<file path="config.mk">
export PLATFORM = sky130hd
export DESIGN_NAME = dwc_downconv_rd_ar_gen_flat
export DESIGN_NICKNAME = d
export VERILOG_FILES = /design/src/rtl/dwc_downconv_rd_ar_gen_if.sv /design/src/rtl/dwc_downconv_rd_ar_gen.sv /design/src/flat_wrapper.sv
export SDC_FILE = /design/constraint.sdc
export NUM_CORES = 1
export LEC_CHECK = 0
export CORE_MARGIN = 2
export CORE_UTILIZATION = 41
export DETAILED_ROUTE_END_ITERATION = 8
export DONT_BUFFER_PORTS = 1
export SYNTH_ARGS = -nofsm -noshare
export SYNTH_HDL_FRONTEND = slang
export SYNTH_SLANG_ARGS = --single-unit
</file>
<file path="constraint.sdc">
create_clock -name ACLK -period 9.9 [get_ports ACLK]
set_input_delay 2.97 -clock ACLK [delete_from_list [all_inputs] [get_ports ACLK]]
set_output_delay 2.97 -clock ACLK [all_outputs]
set_load 0.05 [all_outputs]
</file>
<file path="src/rtl/dwc_downconv_rd_ar_gen_if.sv">
// AR channel plus read-data tracking push for the down-converter
// read-address generator.
interface dwc_downconv_rd_ar_gen_if #(
    parameter int ID_WIDTH   = 4,
    parameter int ADDR_WIDTH = 32
) ();
    logic                  ARVALID;
    logic                  ARREADY;
    logic [ID_WIDTH-1:0]   ARID;
    logic [ADDR_WIDTH-1:0] ARADDR;
    logic [7:0]            ARLEN;
    logic [2:0]            ARSIZE;
    logic [1:0]            ARBURST;
    logic                  info_valid;
    logic                  info_ready;
    logic [2:0]            info_ratio_log2;
    logic                  info_last;

    modport master (
        output ARVALID, ARID, ARADDR, ARLEN, ARSIZE, ARBURST,
        output info_valid, info_ratio_log2, info_last,
        input  ARREADY, info_ready
    );

    modport slave (
        input  ARVALID, ARID, ARADDR, ARLEN, ARSIZE, ARBURST,
        input  info_valid, info_ratio_log2, info_last,
        output ARREADY, info_ready
    );
endinterface

</file>
<file path="src/rtl/dwc_downconv_rd_ar_gen.sv">
// Read-address generator of the AXI4 down-converter: splits one held
// master read command into slave-size ARs. Optional: DWC_DOWNCONV_RD_SEG_CNT_EN.
module dwc_downconv_rd_ar_gen #(
    parameter int ID_WIDTH   = 4,
    parameter int ADDR_WIDTH = 32
) (
    input  logic                  ACLK,
    input  logic                  sysReset,
    input  logic                  cmd_valid,
    input  logic [ID_WIDTH-1:0]   cmd_id,
    input  logic [ADDR_WIDTH-1:0] cmd_addr,
    input  logic [7:0]            cmd_len,
    input  logic [2:0]            cmd_size,
    input  logic [1:0]            cmd_burst,
    input  logic [2:0]            slv_size,
    output logic                  cmd_get_next,
    output logic [15:0]           seg_count,
    dwc_downconv_rd_ar_gen_if.master ar
);

    typedef enum logic [2:0] {
        IDLE,
        CALC,
        ISSUE,
        NEXT,
        DONE
    } state_t;

    // Everything needed to emit the remaining segments of a command.
    typedef struct packed {
        logic [ADDR_WIDTH-1:0] addr;
        logic [15:0]           rem;
        logic [ADDR_WIDTH-1:0] run2_addr;
        logic [15:0]           run2_rem;
        logic                  fixed;
        logic [8:0]            fix_left;
        logic [7:0]            fix_len;
        logic [2:0]            size;
        logic [1:0]            burst;
        logic [2:0]            ratio;
    } plan_t;

    state_t state_q, state_d;
    plan_t  plan_q, calc, src, adv;

    logic                  down;
    logic [2:0]            shift;
    logic [ADDR_WIDTH-1:0] size_mask;
    logic [ADDR_WIDTH-1:0] a_aligned;
    logic [15:0]           total;
    logic [ADDR_WIDTH-1:0] cont;
    logic [ADDR_WIDTH-1:0] wbase;
    logic [ADDR_WIDTH-1:0] run1_bytes;
    logic [ADDR_WIDTH-1:0] run2_bytes;
    logic                  seg_more;
    logic [7:0]            seg_len;
    logic                  load;
    logic                  hs;

    // Derive the segment plan of the held command.
    always_comb begin
        down       = cmd_size > slv_size;
        shift      = down ? (cmd_size - slv_size) : 3'd0;
        size_mask  = (ADDR_WIDTH'(1) << cmd_size) - ADDR_WIDTH'(1);
        a_aligned  = cmd_addr & ~size_mask;
        total      = ({8'd0, cmd_len} + 16'd1) << shift;
        cont       = (ADDR_WIDTH'(cmd_len) + ADDR_WIDTH'(1)) << cmd_size;
        wbase      = cmd_addr & ~(cont - ADDR_WIDTH'(1));
        run1_bytes = wbase + cont - a_aligned;
        run2_bytes = a_aligned - wbase;
        calc       = '0;
        calc.ratio = shift;
        if (!down) begin
            calc.addr  = cmd_addr;
            calc.rem   = {8'd0, cmd_len} + 16'd1;
            calc.size  = cmd_size;
            calc.burst = cmd_burst;
        end else begin
            calc.addr  = a_aligned;
            calc.size  = slv_size;
            calc.burst = 2'b01;
            unique case (cmd_burst)
                2'b00: begin
                    calc.fixed    = 1'b1;
                    calc.fix_left = {1'b0, cmd_len} + 9'd1;
                    calc.fix_len  = 8'((9'd1 << shift) - 9'd1);
                end
                2'b10: begin
                    if (total <= 16'd16) begin
                        calc.rem   = total;
                        calc.burst = 2'b10;
                    end else begin
                        calc.rem       = 16'(run1_bytes >> slv_size);
                        calc.run2_addr = wbase;
                        calc.run2_rem  = 16'(run2_bytes >> slv_size);
                    end
                end
                default: begin
                    calc.rem = total;
                end
            endcase
        end
    end

    // Current segment: from fresh plan in CALC, else from the stored plan.
    always_comb begin
        src      = (state_q == CALC) ? calc : plan_q;
        seg_more = src.fixed ? (src.fix_left > 9'd1)
                             : ((src.rem > 16'd256) || (src.run2_rem != 16'd0));
        seg_len  = src.fixed ? src.fix_len
                 : ((src.rem > 16'd256) ? 8'd255 : 8'(src.rem - 16'd1));
    end

    // Plan after the current segment has been accepted.
    always_comb begin
        adv = plan_q;
        if (plan_q.fixed) begin
            adv.fix_left = plan_q.fix_left - 9'd1;
        end else if (plan_q.rem > 16'd256) begin
            adv.rem  = plan_q.rem - 16'd256;
            adv.addr = plan_q.addr + (ADDR_WIDTH'(256) << plan_q.size);
        end else begin
            adv.addr     = plan_q.run2_addr;
            adv.rem      = plan_q.run2_rem;
            adv.run2_rem = 16'd0;
        end
    end

    // State register.
    always_ff @(posedge ACLK or posedge sysReset) begin
        if (sysReset) begin
            state_q <= IDLE;
        end else begin
            state_q <= state_d;
        end
    end

    // Next state and handshake outputs.
    always_comb begin
        state_d       = state_q;
        ar.ARVALID    = 1'b0;
        ar.info_valid = 1'b0;
        cmd_get_next  = 1'b0;
        load          = 1'b0;
        hs            = 1'b0;
        unique case (state_q)
            IDLE: begin
                if (cmd_valid) state_d = CALC;
            end
            CALC, NEXT: begin
                if (ar.info_ready) begin
                    load    = 1'b1;
                    state_d = ISSUE;
                end
            end
            ISSUE: begin
                ar.ARVALID    = 1'b1;
                hs            = ar.ARREADY;
                ar.info_valid = ar.ARREADY;
                if (ar.ARREADY) state_d = ar.info_last ? DONE : NEXT;
            end
            DONE: begin
                cmd_get_next = 1'b1;
                state_d      = IDLE;
            end
            default: state_d = IDLE;
        endcase
    end

    // Segment plan and registered AR fields.
    always_ff @(posedge ACLK or posedge sysReset) begin
        if (sysReset) begin
            plan_q             <= '0;
            ar.ARID            <= '0;
            ar.ARADDR          <= '0;
            ar.ARLEN           <= '0;
            ar.ARSIZE          <= '0;
            ar.ARBURST         <= '0;
            ar.info_ratio_log2 <= '0;
            ar.info_last       <= 1'b0;
        end else if (load) begin
            plan_q             <= src;
            ar.ARADDR          <= src.addr;
            ar.ARLEN           <= seg_len;
            ar.ARSIZE          <= src.size;
            ar.ARBURST         <= src.burst;
            ar.info_ratio_log2 <= src.ratio;
            ar.info_last       <= !seg_more;
            if (state_q == CALC) ar.ARID <= cmd_id;
        end else if (hs) begin
            plan_q <= adv;
        end
    end

`ifdef DWC_DOWNCONV_RD_SEG_CNT_EN
    logic [15:0] seg_cnt_q;

    // Saturating count of accepted ARs.
    always_ff @(posedge ACLK or posedge sysReset) begin
        if (sysReset) begin
            seg_cnt_q <= '0;
        end else if (hs && (seg_cnt_q != 16'hFFFF)) begin
            seg_cnt_q <= seg_cnt_q + 16'd1;
        end
    end

    assign seg_count = seg_cnt_q;
`else
    assign seg_count = '0;
`endif

endmodule

</file>
<file path="src/flat_wrapper.sv">
// flat-port wrapper written by rule: the top's interface ports become plain ports
module dwc_downconv_rd_ar_gen_flat 
#(
    parameter int ID_WIDTH   = 4,
    parameter int ADDR_WIDTH = 32
)
  (ACLK, sysReset, cmd_valid, cmd_id, cmd_addr, cmd_len, cmd_size, cmd_burst, slv_size, cmd_get_next, seg_count, ar_ARVALID, ar_ARID, ar_ARADDR, ar_ARLEN, ar_ARSIZE, ar_ARBURST, ar_info_valid, ar_info_ratio_log2, ar_info_last, ar_ARREADY, ar_info_ready);
  dwc_downconv_rd_ar_gen_if #(.ID_WIDTH(ID_WIDTH), .ADDR_WIDTH(ADDR_WIDTH)) ar_i ();
  input  logic ACLK;
  input  logic sysReset;
  input  logic cmd_valid;
  input  logic [ID_WIDTH-1:0] cmd_id;
  input  logic [ADDR_WIDTH-1:0] cmd_addr;
  input  logic [7:0] cmd_len;
  input  logic [2:0] cmd_size;
  input  logic [1:0] cmd_burst;
  input  logic [2:0] slv_size;
  output logic cmd_get_next;
  output logic [15:0] seg_count;
  output wire logic [$bits(ar_i.ARVALID)-1:0] ar_ARVALID;
  output wire logic [$bits(ar_i.ARID)-1:0] ar_ARID;
  output wire logic [$bits(ar_i.ARADDR)-1:0] ar_ARADDR;
  output wire logic [$bits(ar_i.ARLEN)-1:0] ar_ARLEN;
  output wire logic [$bits(ar_i.ARSIZE)-1:0] ar_ARSIZE;
  output wire logic [$bits(ar_i.ARBURST)-1:0] ar_ARBURST;
  output wire logic [$bits(ar_i.info_valid)-1:0] ar_info_valid;
  output wire logic [$bits(ar_i.info_ratio_log2)-1:0] ar_info_ratio_log2;
  output wire logic [$bits(ar_i.info_last)-1:0] ar_info_last;
  input wire logic [$bits(ar_i.ARREADY)-1:0] ar_ARREADY;
  input wire logic [$bits(ar_i.info_ready)-1:0] ar_info_ready;
  assign ar_ARVALID = ar_i.ARVALID;
  assign ar_ARID = ar_i.ARID;
  assign ar_ARADDR = ar_i.ARADDR;
  assign ar_ARLEN = ar_i.ARLEN;
  assign ar_ARSIZE = ar_i.ARSIZE;
  assign ar_ARBURST = ar_i.ARBURST;
  assign ar_info_valid = ar_i.info_valid;
  assign ar_info_ratio_log2 = ar_i.info_ratio_log2;
  assign ar_info_last = ar_i.info_last;
  assign ar_i.ARREADY = ar_ARREADY;
  assign ar_i.info_ready = ar_info_ready;
  dwc_downconv_rd_ar_gen #(.ID_WIDTH(ID_WIDTH), .ADDR_WIDTH(ADDR_WIDTH)) u_core (.ACLK(ACLK), .sysReset(sysReset), .cmd_valid(cmd_valid), .cmd_id(cmd_id), .cmd_addr(cmd_addr), .cmd_len(cmd_len), .cmd_size(cmd_size), .cmd_burst(cmd_burst), .slv_size(slv_size), .cmd_get_next(cmd_get_next), .seg_count(seg_count), .ar(ar_i));
endmodule
</file>
==> qor.yml, run 1 <==
outcome: "finished clean"
core-area_sq_um: 39700
gp_congestion: 0.957
crit_start: "cmd_len[0]"
warnings: 64
hold_end: "u_core.plan_q[92]$_DFFE_PP0P_"
reg2reg_depth: 10
clock_latency_ps: 460
num-fill-cells: 4007
antenna_found_initial: 1
chipArea_sq_um: 41800
cts_tree: "done"
edf_count: 0
adder_share_pct: 8.99
setup.worst_path.end_class: "register"
lay_top_cells: "248 x nand2_1, 181 x a21oi_1, 180 x o21ai_0"
max_cap_viol_count: 0
peakVddDrop_mv: 0.152
synth-xor-area-share_pct: 3.77
clock.fmax_mhz: 106
yosysCellCount: 2122
synth_area_sq_um: 16500
hold_viol: 0
tns_ps: 0
die_w_microns: 204
final_nets: 2247
fin_util_pct: 44.7
syn_avg_cell_area_sq_um: 7.76
ff2ff_setup_slack_ps: 5900
vias: 16500
grt_usage_pct: 29.8
cts_buffers: 17
common_cells: "249 x nand2_1, 181 x a21oi_1, 180 x o21ai_0"
dp_slack_ps: 94.2
initial_utilization_pct: 41.5
grt_use_met1_pct: 42.9
hp-class: "register to register"
ys_chip_area_sq_um: 16500
cp.required_ps: 10230
fin_area_sq_um: 17800
reg2reg_to: "u_core.ar.info_last$_DFFE_PP0P_"
num_rows: 73
skew_ps: 17.0
grt_use_met2_pct: 46.1
diodes: 0
largest_area_cell: "dfrtp_1"
timing.rr.start: "u_core.state_q[1]$_DFFE_PP0P_"
yosysWarnings: 0
drtIter0Drc: 1995
via_per_inst: 6.31
-- run 1: sequential cells by signal, summed over array words and instances, names as in the netlist --
register / count
u_core.adv: 49
u_core.ar.ARADDR: 32
u_core.ar.ARBURST: 2
u_core.ar.ARID: 4
u_core.ar.ARLEN: 8
u_core.ar.ARSIZE: 3
u_core.ar.info_last: 1
u_core.ar.info_ratio_log2: 3
u_core.plan_q: 73
u_core.state_q: 3
-- run 1: power breakdown --
group	switching, mW	internal, mW	leakage (nW)
combinational	1.41	0.861	5.44
clock	0.333	0.391	0.295
sequential	0.565	0.977	2.26
-- run 1: final cells by class --
cell class	instances	area (sq um)	area share [%]
inverter	138	526	2.96
multi-input combinational	1668	10900	61.5
sequential	178	4450	25.1
timing repair buffer	80	601	3.38
clock buffer	19	453	2.55
clock inverter	12	150	0.845
tap	525	657	3.70
Run 1, cell sizes after repair:
Scale bar: 50 microns.
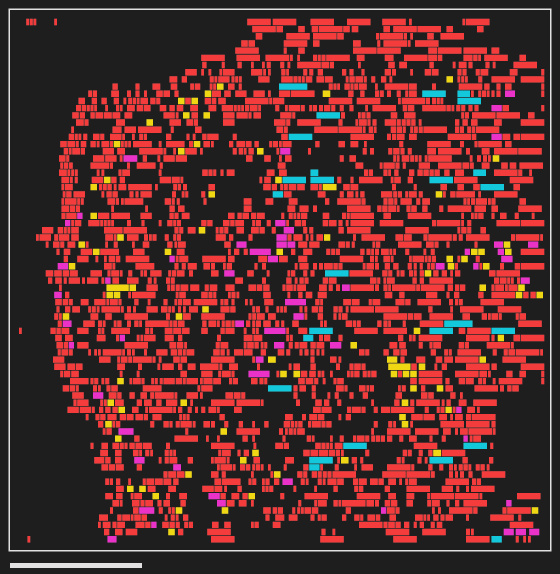
legend:
  red:
    size: x1 and smaller
    cells: 1923
    share: 92%
    most_used: nand2_1
  magenta:
    size: x2
    cells: 57
    share: 2.7%
    most_used: mux2_2
  cyan:
    size: x6 and larger
    cells: 26
    share: 1.2%
    most_used: clkbuf_16
  yellow:
    size: x3 and x4
    cells: 89
    share: 4.2%
    most_used: buf_4

Run 1, met2 routing:
Scale bar: 50 microns.
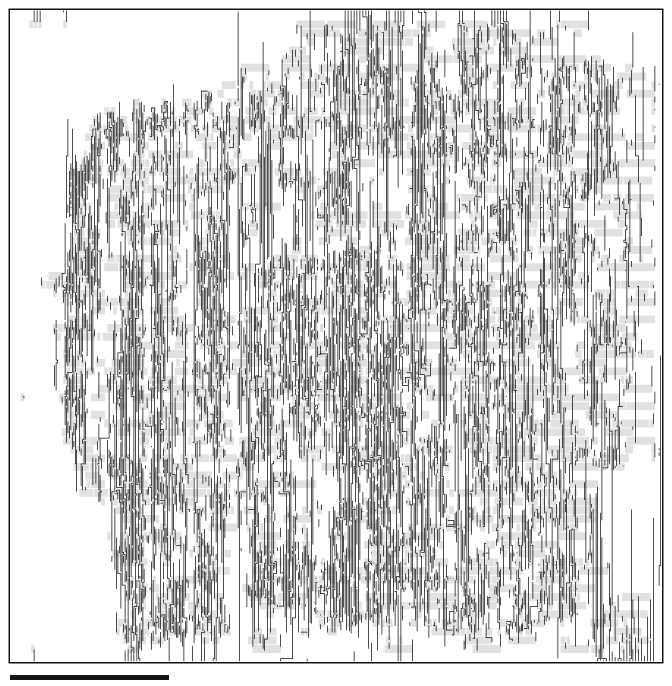
share of all routed wire: 45%
longest straight run: 83.3 microns

Run 1, M1 wires:
Scale bar: 50 microns. Supply wires on this layer in gray.
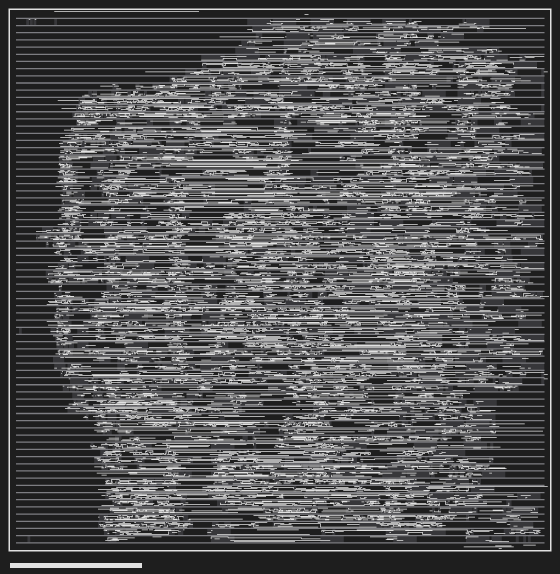
longest straight run: 88.8 microns
share of all routed wire: 45%
nets with wire on the layer: 2101

==> run 1 -> run 2 <==
- ABC_AREA: unset -> 0
Run 2, congestion heat map:
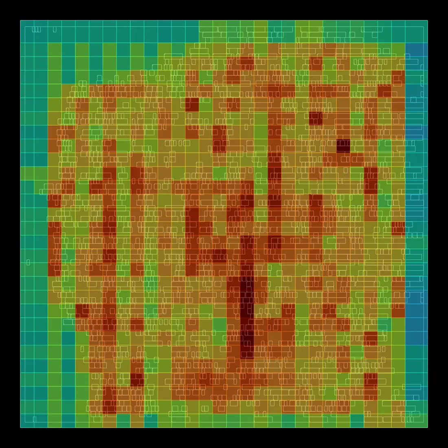
GRT Overall Usage: 29.8%
M3 GR Usage: 5.12%
met1 Resource Use GR: 42.9%

Run 2, cell sizes after repair:
Scale bar: 50 microns.
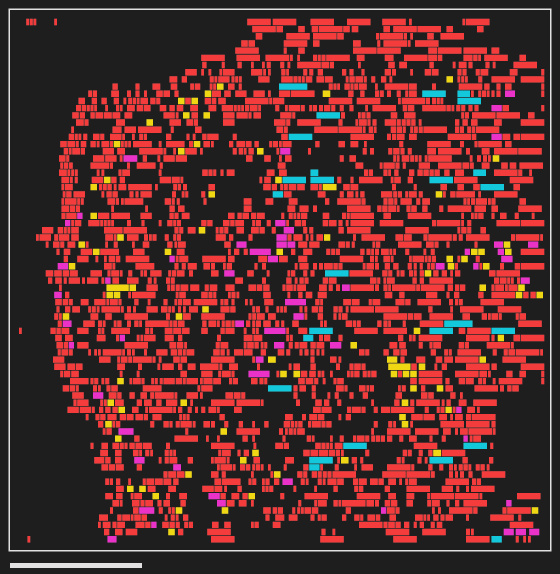
legend:
  magenta:
    size: x2
    cells: 57
    share: 2.7%
    most_used: mux2_2
  red:
    size: x1 and smaller
    cells: 1923
    share: 92%
    most_used: nand2_1
  cyan:
    size: x6 and larger
    cells: 26
    share: 1.2%
    most_used: clkbuf_16
  yellow:
    size: x3 and x4
    cells: 89
    share: 4.2%
    most_used: buf_4

==> run 2 against run 1 <==
Final cell count did not move. Die area did not move. Hold slack did not move. Critical path depth did not move. First-iteration DRC count did not move. Flip-flop count did not move. Critical path type unchanged. Critical endpoint unchanged. Largest cell class unchanged. Largest power group unchanged. Highest routed layer unchanged.
==> qor.yml, run 2 <==
outcome: "finished clean"
seqPwrFrac_pct: 34.0
common_cells: "249 x nand2_1, 181 x a21oi_1, 180 x o21ai_0"
final_nets: 2247
tns_ps: 0
chipArea_sq_um: 41800
diodes: 0
pg_clk_uw: 725
hp-class: "register to register"
grt_use_met2_pct: 46.1
core-area_sq_um: 39700
skew_ps: 17.0
power-top-group: "combinational cells"
switching_share_pct: 50.9
dp_slack_ps: 94.2
num_rows: 73
fin_area_sq_um: 17800
synth_area_sq_um: 16500
fin_util_pct: 44.7
regMostFlops: "u_core.plan_q"
hold_end: "u_core.plan_q[92]$_DFFE_PP0P_"
edf_count: 0
largest_reg_flops: 73
clockPowerShare_pct: 16.0
drtIter0Drc: 1995
syn_avg_cell_area_sq_um: 7.76
comb_cell_power_mw: 2.27
largest_area_cell: "dfrtp_1"
lay_top_cells: "248 x nand2_1, 181 x a21oi_1, 180 x o21ai_0"
vias: 16500
initial_utilization_pct: 41.5
p_comb_share_pct: 50.0
hold_viol: 0
reg2reg_to: "u_core.ar.info_last$_DFFE_PP0P_"
internal_power_mw: 2.23
die_w_microns: 204
ff2ff_setup_slack_ps: 5900
cts_buffers: 17
crit_start: "cmd_len[0]"
[run 2: area by class of cell]
type                            count  area, sq um
Multi-Input combinational cell   1668        10900
Fill cell                        4007        22000
Timing Repair Buffer               80          601
Tap cell                          525          657
Clock buffer                       19          453
Sequential cell                   178         4450
Inverter                          138          526
Clock inverter                     12          150
[run 2: cell families (layout without fill, tap and decap cells)]
logic type / after synthesis / in the layout / share of synthesized area (%)
compound gates: 747 / 747 / 29.9
flops: 178 / 178 / 27.0
simple gates: 672 / 672 / 19.3
other cells: 1 / 16 / 0.0228
mux: 56 / 56 / 3.83
xor+xnor: 70 / 70 / 3.77
fa+ha+maj: 107 / 107 / 8.99
buf+inv: 291 / 249 / 7.16
[run 2: worst min-delay path, delay by kind of cell (launching register included)]
family	cells	cell delay, ps
flops	1	340
simple gates	1	50
compound gates	1	60
Power and IR drop assume default switching activity.
